## config.mk

```make
export PLATFORM = sky130hd
export DESIGN_NAME = vram_draw_ctrl_flat
export DESIGN_NICKNAME = d
export VERILOG_FILES = /design/src/rtl/vram_draw_ctrl_if.sv /design/src/rtl/vram_draw_ctrl.sv /design/src/flat_wrapper.sv
export SDC_FILE = /design/constraint.sdc
export NUM_CORES = 1
export LEC_CHECK = 0
export ABC_AREA = 1
export CAP_MARGIN = 20
export CORE_UTILIZATION = 25
export DETAILED_ROUTE_END_ITERATION = 10
export PLACE_DENSITY = 0.55
export SETUP_SLACK_MARGIN = 0.02
export SYNTH_ARGS = -nofsm -noshare
export SYNTH_HDL_FRONTEND = slang
export SYNTH_SLANG_ARGS = --single-unit
export TNS_END_PERCENT = 50
```

## constraint.sdc

```tcl
create_clock -name clk -period 2.5 [get_ports clk]
set_clock_uncertainty 0.15 [all_clocks]
set_input_delay 0.5 -clock clk [delete_from_list [all_inputs] [get_ports clk]]
set_output_delay 0.5 -clock clk [all_outputs]
set_load 0.02 [all_outputs]
```

## src/rtl/vram_draw_ctrl_if.sv

```systemverilog
// vram_draw_ctrl_if: command, sprite, scanout and VRAM port bundle for the draw controller
interface vram_draw_ctrl_if #(parameter int BITS = 14);
  logic            cmd_valid;
  logic            cmd_ready;
  logic            cmd_op;
  logic [5:0]      cmd_x;
  logic [4:0]      cmd_y;
  logic [3:0]      cmd_n;
  logic            spr_valid;
  logic            spr_ready;
  logic [7:0]      spr_data;
  logic            done;
  logic            collision;
  logic            busy;
  logic            scan_req;
  logic [BITS-1:0] scan_addr;
  logic [7:0]      scan_data;
  logic [BITS-1:0] vram_addr;
  logic            vram_select;
  logic            vram_write;
  logic [7:0]      vram_wdata;
  logic [7:0]      vram_rdata;
  modport slave (
    input  cmd_valid, cmd_op, cmd_x, cmd_y, cmd_n, spr_valid, spr_data, scan_req, scan_addr, vram_rdata,
    output cmd_ready, spr_ready, done, collision, busy, scan_data, vram_addr, vram_select, vram_write, vram_wdata
  );
  modport master (
    output cmd_valid, cmd_op, cmd_x, cmd_y, cmd_n, spr_valid, spr_data, scan_req, scan_addr, vram_rdata,
    input  cmd_ready, spr_ready, done, collision, busy, scan_data, vram_addr, vram_select, vram_write, vram_wdata
  );
endinterface

```

## src/rtl/vram_draw_ctrl.sv

```systemverilog
// vram_draw_ctrl: Chip-8 sprite XOR-draw and screen-clear sequencer sharing the VRAM port with scanout
module vram_draw_ctrl #(
  parameter int BITS      = 14,
  parameter int ROWS      = 32,
  parameter int ROW_BYTES = 8
) (
  input logic             clk,
  input logic             reset,
  vram_draw_ctrl_if.slave bus
);
  localparam int CLR_LAST = ROWS * ROW_BYTES - 1;
  typedef enum logic [2:0] {IDLE, FETCH, RD_L, WR_L, RD_R, WR_R, CLR, DONE} state_t;
  state_t          r_state;
  logic [5:0]      r_x;
  logic [4:0]      r_y;
  logic [3:0]      r_n;
  logic [3:0]      r_r;
  logic [7:0]      r_s;
  logic [7:0]      r_rd;
  logic [7:0]      r_wdata;
  logic [BITS-1:0] r_addr;
  logic [BITS-1:0] r_clr;
  logic            r_sel;
  logic            r_wr;
  logic            r_done;
  logic            r_coll;
  logic            r_busy;
  logic            r_cmd_ready;
  logic            r_spr_ready;
  logic [2:0]      w_c;
  logic [2:0]      w_sh;
  logic [7:0]      w_l;
  logic [7:0]      w_r;
  logic [7:0]      w_part;
  logic [BITS-1:0] w_base;
  logic [BITS-1:0] w_addr_l;
  logic [BITS-1:0] w_addr_r;
  logic            w_stall;
  logic            w_more;
  logic            w_wr_l;
  // Sprite split into left/right byte parts and their wrapped frame addresses
  always_comb begin
    w_c      = r_x[5:3];
    w_sh     = r_x[2:0];
    w_l      = r_s >> w_sh;
    w_r      = r_s << (4'd8 - {1'b0, w_sh});
    w_wr_l   = r_state == WR_L;
    w_part   = w_wr_l ? w_l : w_r;
    w_base   = BITS'(((int'(r_y) + int'(r_r)) % ROWS) * ROW_BYTES);
    w_addr_l = w_base + BITS'(w_c);
    w_addr_r = w_base + BITS'((int'(w_c) + 1) % ROW_BYTES);
    w_more   = ({1'b0, r_r} + 5'd1) < {1'b0, r_n};
    w_stall  = bus.scan_req & (r_state inside {RD_L, WR_L, RD_R, WR_R, CLR});
  end
  // Command sequencing; VRAM-touching steps hold still while scanout owns the port
  always_ff @(posedge clk or negedge reset)
    if (!reset) begin
      r_state     <= IDLE;
      r_x         <= '0;
      r_y         <= '0;
      r_n         <= '0;
      r_r         <= '0;
      r_s         <= '0;
      r_rd        <= '0;
      r_wdata     <= '0;
      r_addr      <= '0;
      r_clr       <= '0;
      r_sel       <= 1'b0;
      r_wr        <= 1'b0;
      r_done      <= 1'b0;
      r_coll      <= 1'b0;
      r_busy      <= 1'b0;
      r_cmd_ready <= 1'b1;
      r_spr_ready <= 1'b0;
    end else if (!w_stall) begin
      r_done      <= 1'b0;
      r_sel       <= 1'b0;
      r_wr        <= 1'b0;
      r_spr_ready <= 1'b0;
      case (r_state)
        IDLE:
          if (bus.cmd_valid) begin
            r_x         <= bus.cmd_x;
            r_y         <= bus.cmd_y;
            r_n         <= bus.cmd_n;
            r_r         <= '0;
            r_clr       <= '0;
            r_coll      <= 1'b0;
            r_busy      <= 1'b1;
            r_cmd_ready <= 1'b0;
            if (bus.cmd_op) begin
              r_state <= CLR;
              r_addr  <= '0;
              r_wdata <= 8'h00;
              r_wr    <= 1'b1;
            end else if (bus.cmd_n == 4'd0) begin
              r_state <= DONE;
              r_done  <= 1'b1;
            end else begin
              r_state     <= FETCH;
              r_spr_ready <= 1'b1;
            end
          end
        FETCH:
          if (bus.spr_valid) begin
            r_s     <= bus.spr_data;
            r_addr  <= w_addr_l;
            r_sel   <= 1'b1;
            r_state <= RD_L;
          end else
            r_spr_ready <= 1'b1;
        RD_L, RD_R: begin
          r_rd    <= bus.vram_rdata;
          r_wdata <= bus.vram_rdata ^ (r_state == RD_L ? w_l : w_r);
          r_wr    <= 1'b1;
          r_state <= r_state == RD_L ? WR_L : WR_R;
        end
        WR_L, WR_R: begin
          r_coll <= r_coll | (|(r_rd & w_part));
          if (w_wr_l && w_sh != 3'd0) begin
            r_addr  <= w_addr_r;
            r_sel   <= 1'b1;
            r_state <= RD_R;
          end else if (w_more) begin
            r_r         <= r_r + 4'd1;
            r_spr_ready <= 1'b1;
            r_state     <= FETCH;
          end else begin
            r_done  <= 1'b1;
            r_state <= DONE;
          end
        end
        CLR:
          if (r_clr == BITS'(CLR_LAST)) begin
            r_done  <= 1'b1;
            r_state <= DONE;
          end else begin
            r_clr  <= r_clr + 1'b1;
            r_addr <= r_clr + 1'b1;
            r_wr   <= 1'b1;
          end
        DONE: begin
          r_busy      <= 1'b0;
          r_cmd_ready <= 1'b1;
          r_state     <= IDLE;
        end
        default: r_state <= IDLE;
      endcase
    end
  assign bus.cmd_ready   = r_cmd_ready;
  assign bus.spr_ready   = r_spr_ready;
  assign bus.done        = r_done;
  assign bus.collision   = r_coll;
  assign bus.busy        = r_busy;
  assign bus.vram_addr   = bus.scan_req ? bus.scan_addr : r_addr;
  assign bus.vram_select = bus.scan_req | r_sel;
  assign bus.vram_write  = ~bus.scan_req & r_wr;
  assign bus.vram_wdata  = r_wdata;
  assign bus.scan_data   = bus.scan_req ? bus.vram_rdata : 8'h00;
endmodule

```

## src/flat_wrapper.sv

```systemverilog
// flat-port wrapper written by rule: the top's interface ports become plain ports
module vram_draw_ctrl_flat 
#(
  parameter int BITS      = 14,
  parameter int ROWS      = 32,
  parameter int ROW_BYTES = 8
)
  (clk, reset, bus_cmd_valid, bus_cmd_op, bus_cmd_x, bus_cmd_y, bus_cmd_n, bus_spr_valid, bus_spr_data, bus_scan_req, bus_scan_addr, bus_vram_rdata, bus_cmd_ready, bus_spr_ready, bus_done, bus_collision, bus_busy, bus_scan_data, bus_vram_addr, bus_vram_select, bus_vram_write, bus_vram_wdata);
  vram_draw_ctrl_if #(.BITS(BITS)) bus_i ();
  input logic clk;
  input logic reset;
  input wire logic [$bits(bus_i.cmd_valid)-1:0] bus_cmd_valid;
  input wire logic [$bits(bus_i.cmd_op)-1:0] bus_cmd_op;
  input wire logic [$bits(bus_i.cmd_x)-1:0] bus_cmd_x;
  input wire logic [$bits(bus_i.cmd_y)-1:0] bus_cmd_y;
  input wire logic [$bits(bus_i.cmd_n)-1:0] bus_cmd_n;
  input wire logic [$bits(bus_i.spr_valid)-1:0] bus_spr_valid;
  input wire logic [$bits(bus_i.spr_data)-1:0] bus_spr_data;
  input wire logic [$bits(bus_i.scan_req)-1:0] bus_scan_req;
  input wire logic [$bits(bus_i.scan_addr)-1:0] bus_scan_addr;
  input wire logic [$bits(bus_i.vram_rdata)-1:0] bus_vram_rdata;
  output wire logic [$bits(bus_i.cmd_ready)-1:0] bus_cmd_ready;
  output wire logic [$bits(bus_i.spr_ready)-1:0] bus_spr_ready;
  output wire logic [$bits(bus_i.done)-1:0] bus_done;
  output wire logic [$bits(bus_i.collision)-1:0] bus_collision;
  output wire logic [$bits(bus_i.busy)-1:0] bus_busy;
  output wire logic [$bits(bus_i.scan_data)-1:0] bus_scan_data;
  output wire logic [$bits(bus_i.vram_addr)-1:0] bus_vram_addr;
  output wire logic [$bits(bus_i.vram_select)-1:0] bus_vram_select;
  output wire logic [$bits(bus_i.vram_write)-1:0] bus_vram_write;
  output wire logic [$bits(bus_i.vram_wdata)-1:0] bus_vram_wdata;
  assign bus_i.cmd_valid = bus_cmd_valid;
  assign bus_i.cmd_op = bus_cmd_op;
  assign bus_i.cmd_x = bus_cmd_x;
  assign bus_i.cmd_y = bus_cmd_y;
  assign bus_i.cmd_n = bus_cmd_n;
  assign bus_i.spr_valid = bus_spr_valid;
  assign bus_i.spr_data = bus_spr_data;
  assign bus_i.scan_req = bus_scan_req;
  assign bus_i.scan_addr = bus_scan_addr;
  assign bus_i.vram_rdata = bus_vram_rdata;
  assign bus_cmd_ready = bus_i.cmd_ready;
  assign bus_spr_ready = bus_i.spr_ready;
  assign bus_done = bus_i.done;
  assign bus_collision = bus_i.collision;
  assign bus_busy = bus_i.busy;
  assign bus_scan_data = bus_i.scan_data;
  assign bus_vram_addr = bus_i.vram_addr;
  assign bus_vram_select = bus_i.vram_select;
  assign bus_vram_write = bus_i.vram_write;
  assign bus_vram_wdata = bus_i.vram_wdata;
  vram_draw_ctrl #(.BITS(BITS), .ROWS(ROWS), .ROW_BYTES(ROW_BYTES)) u_core (.clk(clk), .reset(reset), .bus(bus_i));
endmodule
```

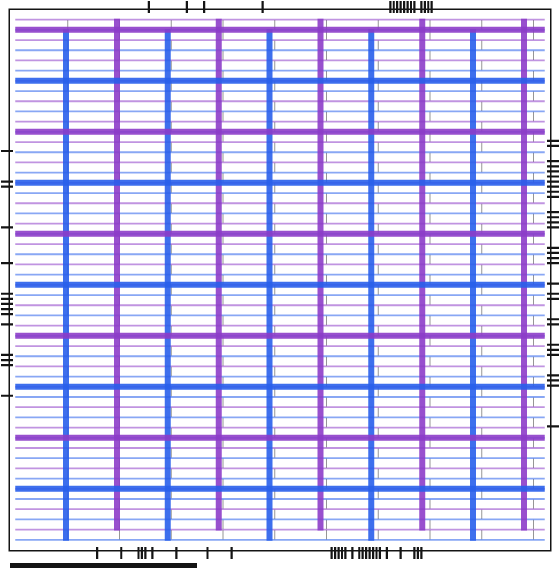
(images/floorplan.png)
The bar under the picture is 50 um long. Pins as bars on the die edge. Tap cells in gray.
VSS -> blue
VDD -> purple
signal pins = 88
met5 straps = 10
Die W: 144 um
Core ar.: 19600 um2
Die Y: 144 um

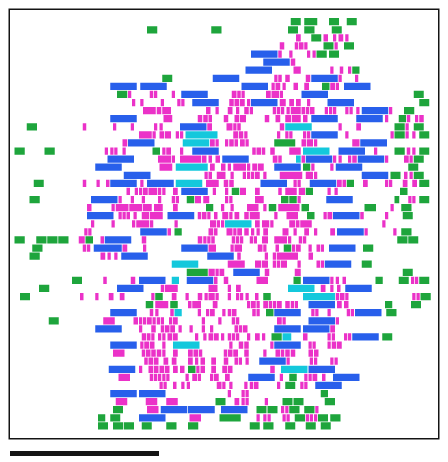
(images/class_map.png)
The bar under the picture is 50 um long.
registers -> blue  # cells 81, share of their area 31%
remaining logic cells -> magenta  # cells 606, share of their area 45%
remaining buffers and delay cells -> green  # cells 122, share of their area 18%
clock drivers and dummy loads -> cyan  # cells 16, share of their area 5.3%
Row Count: 51
post-route cell area: 6810 um2

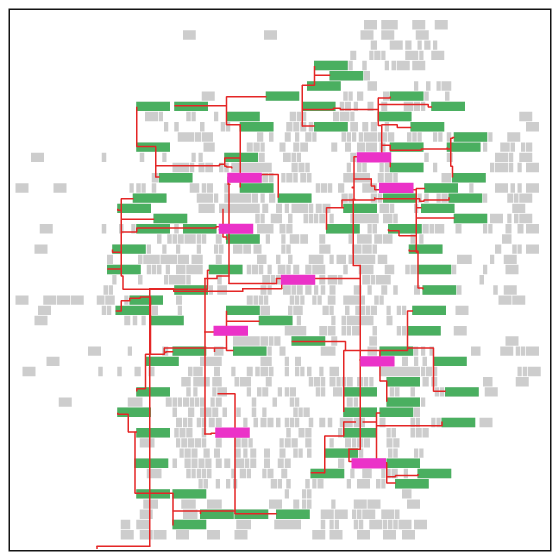
(images/clock_wires.png)
clock-net drivers -> magenta  # count 9
clock wires -> red  # length 1190 um
flip-flops -> green  # count 81
routed clock nets = 10
clk latency late pin: 340 ps
Clock Power: 0.00153 W
clock share of power: 39.5%

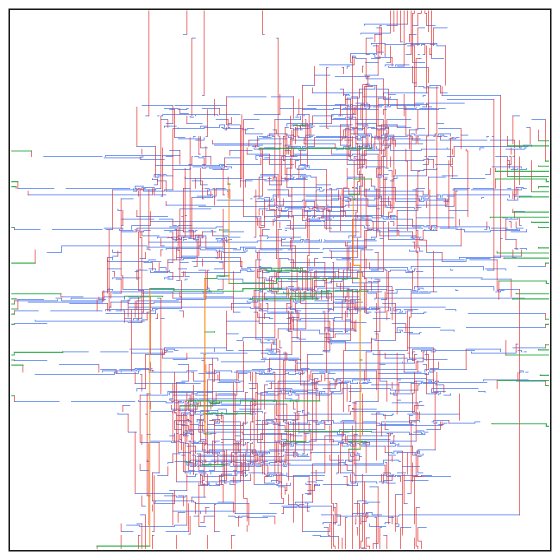
(images/layers.png)
M2 -> red  # wire length 5500 um
M4 -> orange  # wire length 205 um
M3 -> green  # wire length 592 um
M1 -> blue  # wire length 7330 um
drt wl/cell: 12.5 um
vias post-DR: 4785
routed wire length: 13.6 mm
Total GRT Usage: 13.9%

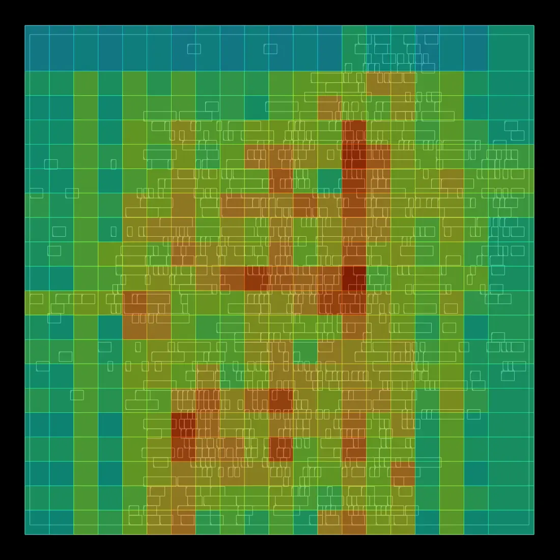
(images/congestion_map.png)
met2 Use GR: 19.5%
met3 Usage GRT: 1.92%
fin util: 34.8%
most crowded layer after global routing: met1
GR Util met1: 21.3%

==> flow_metrics.tcl <==
# collected from the flow reports
set metrics [dict create \
    ys.flop_type "dfrtp_1" \
    synthCells 703 \
    slowest_stage "clkdlybuf4s50_1" \
    post_cts_resized 2 \
    synthDominantCellAreaShare_pct 39.7 \
    seqCellArea_um2 2030 \
    synth_top_cell_by_count "nand2_1" \
    worst_slew_pin_slew_ps 486 \
    whs_path_depth 2 \
    num_antenna_cells 0 \
    yosys_warnings 0 \
    ys_area_um2 5040 \
    chip_area_um2 20700 \
    clockNetworkAreaShare_pct 5.05 \
    synth_area_um2 5040 \
    cp.required_ps 1850 \
    pre_cts_ws_ps -227 \
    yosysUniqueCellTypes 44 \
    first_global_vias 4418 \
    postSynthSeqShare_pct 40.2 \
    r2r_start "u_core.r_r[0]$_DFFE_PN0P_" \
    drt-initial-drc-count 391 \
    status "completed" \
    crit_top_cell "clkdlybuf4s50_1" \
    remaining_drc_errors 0 \
    ys_cells 703 \
    routed-wl-met2_mm 5.50 \
    largestClassByArea "multi-input combinational cells" \
    logic_family "simple AND/OR/NAND/NOR gates" \
    cts_hold_buf 1 \
    layout.cells.most_common "nand2_1" \
    m1WireLength_mm 7.33 \
    cts_tree "yes" \
]
Power figures rest on the tool's default switching activity, not on a simulated workload.
